--- src/rtl/dmem_pkg.sv ---
// -----------------------------------------------------------------------------
// dmem_pkg
//   Shared definitions for the data-memory arbiter slice.
//   - ADDR_W / DATA_W : default address and data widths for the data memory.
//   - gnt_e           : 2-bit encoding of which requester owns memory this cycle.
//   - dbg_op_e        : debug port operation, decoded from dbg_we.
//   - streak_width()  : bits needed to hold a core-streak count of 0..max.
// -----------------------------------------------------------------------------
package dmem_pkg;

  localparam int ADDR_W = 32;
  localparam int DATA_W = 32;

  typedef enum logic [1:0] {
    GNT_NONE = 2'b00,
    GNT_CORE = 2'b01,
    GNT_DBG  = 2'b10
  } gnt_e;

  typedef enum logic {
    DBG_RD = 1'b0,
    DBG_WR = 1'b1
  } dbg_op_e;

  // A zero-length streak still needs a one-bit register so the counter
  // instance stays legal; it simply never leaves zero.
  function automatic int streak_width(input int max_streak);
    return (max_streak < 1) ? 1 : $clog2(max_streak + 1);
  endfunction

endpackage

--- src/rtl/sat_counter.sv ---
// -----------------------------------------------------------------------------
// sat_counter
//   Up-counter that clears on request and stops at a fixed ceiling instead of
//   wrapping. Used for the core-streak register and the stall-cycle counter.
// Ports
//   clk    in   1      clock, rising edge
//   rst    in   1      asynchronous reset, active-high, count -> 0
//   clr    in   1      synchronous clear, has priority over inc
//   inc    in   1      add one this edge unless already at MAX
//   count  out  WIDTH  current count, 0..MAX
// -----------------------------------------------------------------------------
module sat_counter #(
  parameter int               WIDTH = 8,
  parameter logic [WIDTH-1:0] MAX   = '1
) (
  input  logic             clk,
  input  logic             rst,
  input  logic             clr,
  input  logic             inc,
  output logic [WIDTH-1:0] count
);

  // NOTE: state registers use non-blocking assignments and list the reset in
  // the sensitivity list so reset acts without waiting for a clock edge.
  always_ff @(posedge clk or posedge rst) begin
    if (rst) begin
      count <= '0;
    end else if (clr) begin
      count <= '0;
    end else if (inc && (count != MAX)) begin
      count <= count + 1'b1;
    end
  end

endmodule

--- src/rtl/dmem_arbiter.sv ---
// -----------------------------------------------------------------------------
// dmem_arbiter
//   Shares the single-port data memory between the core load/store path and a
//   debug/loader requester. The core normally wins; a waiting debug request is
//   served once the core has been granted MAX_STREAK cycles in a row (or at
//   once when the core is idle). Whenever the debug port owns memory while the
//   core also wants it, the core is stalled (PC hold, RegWEn/MemW gated).
// Ports
//   clk, rst                  clock (rising edge), async reset (active-high)
//   core_req/we/addr/wdata    core access request, store word pre-merged
//   core_rdata                memory read data, zero latency pass-through
//   core_stall                core lost arbitration this cycle
//   dbg_valid/we/addr/wdata   debug request, held stable until dbg_ready
//   dbg_ready                 debug request accepted this cycle
//   dbg_rvalid/dbg_rdata      registered debug read result, one-cycle pulse
//   mem_addr/wdata/we         to the data memory
//   mem_rdata                 from the data memory, combinational read
//   stall_cnt                 saturating count of core stall cycles
// -----------------------------------------------------------------------------
module dmem_arbiter #(
  parameter int ADDR_W     = dmem_pkg::ADDR_W,
  parameter int DATA_W     = dmem_pkg::DATA_W,
  parameter int MAX_STREAK = 4,
  parameter int CNT_W      = 16
) (
  input  logic              clk,
  input  logic              rst,
  // core load/store path
  input  logic              core_req,
  input  logic              core_we,
  input  logic [ADDR_W-1:0] core_addr,
  input  logic [DATA_W-1:0] core_wdata,
  output logic [DATA_W-1:0] core_rdata,
  output logic              core_stall,
  // debug / loader port
  input  logic              dbg_valid,
  input  logic              dbg_we,
  input  logic [ADDR_W-1:0] dbg_addr,
  input  logic [DATA_W-1:0] dbg_wdata,
  output logic              dbg_ready,
  output logic              dbg_rvalid,
  output logic [DATA_W-1:0] dbg_rdata,
  // data memory
  output logic [ADDR_W-1:0] mem_addr,
  output logic [DATA_W-1:0] mem_wdata,
  output logic              mem_we,
  input  logic [DATA_W-1:0] mem_rdata,
  // statistics
  output logic [CNT_W-1:0]  stall_cnt
);

  import dmem_pkg::*;

  localparam int                  STREAK_W   = streak_width(MAX_STREAK);
  localparam logic [STREAK_W-1:0] STREAK_MAX = STREAK_W'(MAX_STREAK);

  gnt_e                gnt;
  dbg_op_e             dbg_op;
  logic                gnt_dbg;
  logic                gnt_core;
  logic                dbg_rd_gnt;
  logic [STREAK_W-1:0] streak;

  assign dbg_op = dbg_we ? DBG_WR : DBG_RD;

  // Grant decision is purely combinational so the requester is served in the
  // same cycle it asks. Reset forces GNT_NONE so nothing is written while the
  // memory contents and the system around it are undefined.
  // NOTE: gnt gets a default before any branch so no path leaves it unassigned
  // and no latch is inferred.
  always_comb begin
    gnt = GNT_NONE;
    if (!rst) begin
      if (dbg_valid && (!core_req || (streak == STREAK_MAX))) begin
        gnt = GNT_DBG;
      end else if (core_req) begin
        gnt = GNT_CORE;
      end
    end
  end

  assign gnt_dbg    = (gnt == GNT_DBG);
  assign gnt_core   = (gnt == GNT_CORE);
  assign dbg_rd_gnt = gnt_dbg && (dbg_op == DBG_RD);

  assign dbg_ready  = gnt_dbg;
  assign core_stall = core_req && gnt_dbg;

  // Address and data follow the owner; with no owner they default to the core
  // fields, which is harmless because mem_we is low.
  assign mem_we    = (gnt_core && core_we) || (gnt_dbg && (dbg_op == DBG_WR));
  assign mem_addr  = gnt_dbg ? dbg_addr  : core_addr;
  assign mem_wdata = gnt_dbg ? dbg_wdata : core_wdata;

  // The core sees the memory output unconditionally; the store path needs it
  // in the same cycle for read-modify-write byte merging.
  assign core_rdata = mem_rdata;

  // Debug read data is captured at the end of the grant cycle and held until
  // the next debug read, with a single-cycle valid strobe.
  always_ff @(posedge clk or posedge rst) begin
    if (rst) begin
      dbg_rvalid <= 1'b0;
      dbg_rdata  <= '0;
    end else begin
      dbg_rvalid <= dbg_rd_gnt;
      if (dbg_rd_gnt) begin
        dbg_rdata <= mem_rdata;
      end
    end
  end

  // Consecutive core grants while debug is waiting. Any debug grant, or the
  // debug side going idle, restarts the count.
  sat_counter #(
    .WIDTH (STREAK_W),
    .MAX   (STREAK_MAX)
  ) u_streak (
    .clk   (clk),
    .rst   (rst),
    .clr   (gnt_dbg || !dbg_valid),
    .inc   (gnt_core),
    .count (streak)
  );

  // Stall cycles seen by the core; sticks at all-ones rather than wrapping.
  sat_counter #(
    .WIDTH (CNT_W),
    .MAX   ({CNT_W{1'b1}})
  ) u_stall_cnt (
    .clk   (clk),
    .rst   (rst),
    .clr   (1'b0),
    .inc   (core_stall),
    .count (stall_cnt)
  );

endmodule
--- config.mk ---
export PLATFORM = sky130hd
export DESIGN_NAME = dmem_arbiter
export DESIGN_NICKNAME = d
export VERILOG_FILES = /design/src/rtl/dmem_pkg.sv /design/src/rtl/sat_counter.sv /design/src/rtl/dmem_arbiter.sv
export SDC_FILE = /design/constraint.sdc
export NUM_CORES = 1
export LEC_CHECK = 0
export CAP_MARGIN = 20
export CORE_AREA = 2 2 120 122
export CTS_CLUSTER_SIZE = 14
export DETAILED_ROUTE_END_ITERATION = 10
export DIE_AREA = 0 0 122 124
export PLACE_DENSITY_LB_ADDON = 0.25
export REMOVE_ABC_BUFFERS = 1
export SYNTH_ARGS = -nofsm -noshare
export SYNTH_HDL_FRONTEND = slang
export SYNTH_SLANG_ARGS = --single-unit
--- constraint.sdc ---
create_clock -name clk -period 2.1 [get_ports clk]
set_clock_uncertainty 0.1 [all_clocks]
set_input_delay 0.42 -clock clk [delete_from_list [all_inputs] [get_ports clk]]
set_output_delay 0.42 -clock clk [all_outputs]
set_load 0.005 [all_outputs]
**Signal wires on met1**

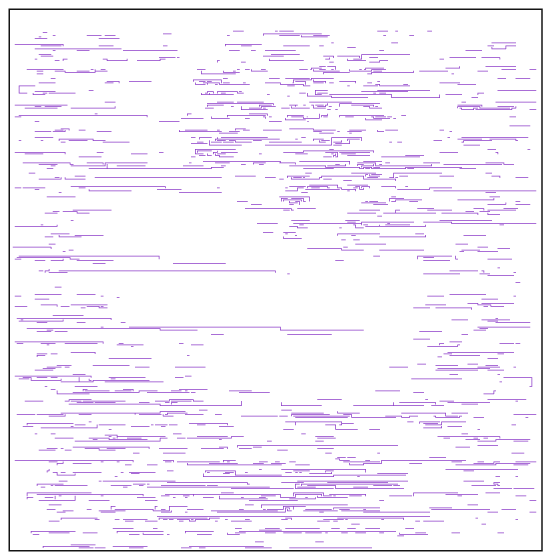
The layer holds 36% of the routed length. The layer carries 5210 microns of wire. 632 nets have wire on it. The wires run mostly horizontal. The longest straight run is 62.6 microns.

**Placed standard cells**

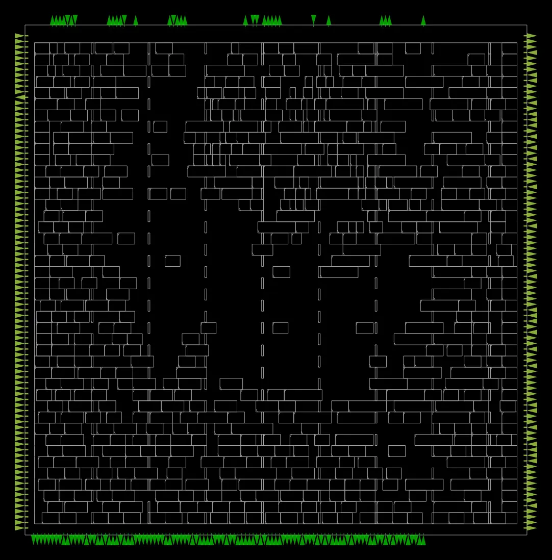
Site Rows: 43
Layout fillers: 1153

**M2 wires**

Cells faint in the background.
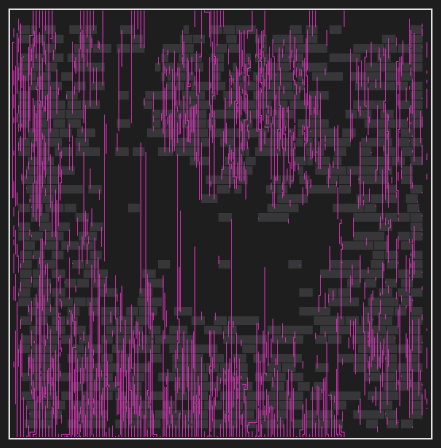
The longest straight run is 82.3 microns. The layer holds 51% of the routed length. 719 nets have wire on it. The wires run mostly vertical.

**Where the registers sit**

Other sequential cells in the stronger grey, the rest of the logic in the fainter grey.
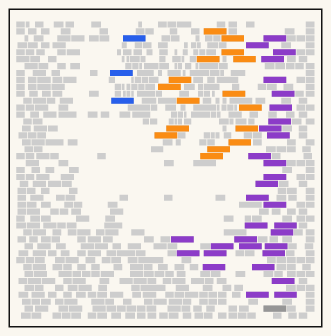
`u_stall_cnt.count`: shown in orange, sequential cells 16. `dbg_rdata`: shown in purple, sequential cells 32, where a column on the right. `u_streak.count`: shown in blue, sequential cells 3.
Another 1 sequential cells are not coloured.

**Placement density heat map**

The die is cut into 12 by 12 equal tiles; white is low, dark blue is high, 0 to 100% covered.
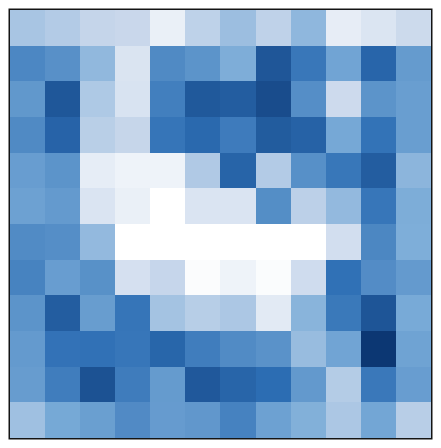
5.6% of the tiles are nearly empty. The fullest tile reaches 97%. 14% of the tiles are over 75% full.

[placed cells by master (no fill, tap or decap), drive strengths merged]
cell | netlist | routed
and3 | 1 | 1
mux2i | 2 | 2
and4b | 1 | 1
ha | 3 | 3
clkinv | 0 | 1
nor3b | 2 | 2
mux2 | 100 | 100
a21oi | 4 | 4
and4 | 2 | 2
nor4b | 1 | 1
dfrtp | 52 | 52
or3 | 1 | 1
dlygate4sd2 | 0 | 3
and2 | 1 | 1
a21bo | 1 | 1
nor2 | 8 | 8
nor4 | 6 | 6
buf | 42 | 115
clkinvlp | 0 | 1
o21ai | 3 | 3
a21boi | 3 | 3
nand2b | 4 | 4
nand2 | 7 | 7
nand4 | 5 | 5
xor2 | 8 | 8
inv | 7 | 8
nand3 | 13 | 13
clkbuf | 0 | 6
clkdlybuf4s50 | 0 | 243
nor3 | 6 | 6
[worst max-delay path by stage]
stage | end | cells past startpoint | slack, ns
final | mem_wdata[9] | 10 | -0.49
after floorplan | mem_addr[0] | 5 | -2.71
after detailed placement | mem_wdata[9] | 7 | -0.83
after global placement | mem_wdata[9] | 7 | -0.81
after CTS | mem_addr[12] | 9 | -0.49
after global routing | mem_wdata[9] | 10 | -0.55
[power breakdown]
group	switching, mW	leakage [nW]	internal [mW]
logic	0.393	2.55	1.01
registers	0.0671	0.652	1.14
clock network	0.391	0.0719	0.453
[cell type report]
| class | count | area share |
|---|---|---|
| Clock inverter | 3 | 0.00363 |
| Inverter | 7 | 0.00346 |
| Multi-Input combinational cell | 182 | 0.275 |
| Sequential cell | 52 | 0.171 |
| Clock buffer | 5 | 0.0165 |
| Tap cell | 180 | 0.0297 |
| Timing Repair Buffer | 362 | 0.500 |
[sequential cells by signal, indices dropped and copies added, names as in the netlist]
signal / cells
u_stall_cnt.count: 16
dbg_rvalid: 1
u_streak.count: 3
dbg_rdata: 32
[cell families after synthesis]
kind of cell,share of synthesized area
and+or+nand+nor,0.110
buffers and inverters,0.106
xor gates and xnor gates,0.0206
muxes,0.347
DFF,0.382
AOI/OAI and AO/OA,0.0232
adders and majority gates,0.0110
[per-layer routing]
| metal | GRT usage | routed length (microns) | part of all wire | vias to the layer above |
|---|---|---|---|---|
| met2 | 0.345 | 7470 | 0.51 | 204 |
| met3 | 0.0600 | 1460 | 0.10 | 21 |
| met4 | 0.0553 | 338 | 0.023 | 4 |
| li1 | - | - | - | 1645 |
| met1 | 0.197 | 5210 | 0.36 | 1650 |
| met5 | 0 | 27 | 0.0019 | - |
[worst reg2reg max path, stage by stage (launching register included)]
cell and delay [ns]:
dfrtp_1 0.40, inv_2 0.08, ha_4 0.15, buf_4 0.11, buf_6 0.08, buf_6 0.09, and4b_2 0.25, buf_6 0.11
nand4_1 0.16, nor4_2 0.19, mux2_2 0.36
[stage by stage]
stage / TNS [ns] / power (mW) / utilization / hold WS [ns]
after floorplan: -178.05 / 1.52 / - / 0.396
after global routing: -29.09 / 3.62 / 0.553 / 0.298
final: -23.51 / 3.45 / 0.553 / 0.278
after detailed placement: -54.06 / 2.50 / 0.490 / 0.394
after global placement: -51.79 / 2.48 / 0.490 / 0.390
after CTS: -24.09 / 3.45 / 0.535 / 0.270
==> Slide: Implementation Results <==
Run Summary

Status
  – Outcome: complete, but fails checks
  – Violated checks: setup timing

Yosys
  – Yosys reg bits: 52
  – Top cells by area: dfrtp_1 (38%), mux2_2 (25%), buf_4 (7.7%), mux2_1 (4.6%), mux2_4 (4.0%)
  – Most instantiated library cell after synthesis: mux2_2
  – Syn. warnings: 0
  – Yosys stat chip area: around 3400 sq um
  – Synth cell count leaders: mux2_2 (77), dfrtp_1 (52), buf_4 (35)
  – Async SR Flop Fraction: 1.00
  – Cells after Synth: roughly 280
  – Mean post-synth cell area: around 12 sq um
  – Synth area leader: dfrtp_1
  – Synth Cell Area: roughly 3400 sq um
  – Most common flop cell mapped by yosys: dfrtp_1
  – # Cells Yosys: roughly 280
  – Number of enable flip-flop cells: 0

Timing
  – Worst rel slew slack: 0.559
  – Unrepaired setup endpoints after global routing: true
  – Setup ws final: -0.486 ns
  – Fin crit period: about 2.6 ns
  – Final setup violation count: around 70
  – Fin crit share: 1.23
  – Max Clk Rate: 0.387 GHz

Clock tree
  – Clock Pin Slew Worst Setup and Hold Paths: 0.08 ns
  – Cts repair resizes: 397
  – Hold buffers post-CTS: 0
  – Clock H-tree levels: 2
  – Setup repair bufs after CTS: 16
  – Bufs on Longest Clock Path: 2

Worst setup path
  – CP Max Fanout: 4
  – Critical path endpoint category: output pin
  – Worst Path Class, Setup: register to output pin
  – R2R Path Start: u_streak.count[0]
  – CP bufs+invs: 6
  – Max incr delay on CP: 0.37 ns
  – Worst path cell trace: inv_2, ha_4, a21boi_4, nor2_4, buf_12, buf_12, buf_16, buf_6, mux2_4, buf_6
  – Crit path launch type: register
  – Setup crit start: u_streak.count[0]
  – Worst path slowest cell: dfrtp_1
  – Worst Path Arrival: just over 2 ns
  – Reg2Reg Setup Slack: -0.08 ns

Cells and area
  – Logic area: roughly 2100 sq um
  – Sequential cell area: approximately 1300 sq um
  – Area delta synth->final: 123%
  – Layout Nets: a little under 800
  – Antenna diodes: 0
  – Layout cells sized above 1: 0.416
  – Fin area: around 7600 sq um
  – Layout Cells excl Fill: around 790

Floorplan
  – Num ports: ~310
  – Core area: between 10000 and 15000 sq um
  – Floorplan Utilization: 0.248
  – Die Wd: between 100 and 150 microns
  – Die height: 124 microns

Route
  – Total Routed Length: around 15000 microns
  – DR pass1 iterations: 4
  – DRT iter0 DRCs: approximately 130
  – Residual DRC: 0
  – Post-DRT Antenna Nets: 0

Power
  – LEAKAGE: about 3.3 nW
  – PwrDens: ~450 nW/um^2

Flow run
  – Tool Warnings: 28

Placement
  – Pre-CTS WS: -0.825 ns
  – IO buf count: around 310
  – Post-DP Area: around 6700 sq um
  – # placed instances: 765

Global routing
  – Largest net degree at the start of global routing: 44
  – First-pass GRT wire length: approximately 21000 microns
  – GR Util All Layers: 0.184
  – Vias in the first global route: ~3600
  – Overflow after GRT: 0

Min path
  – Worst Hold Class: input port to async pin
Power is estimated from default activity; no workload was simulated.
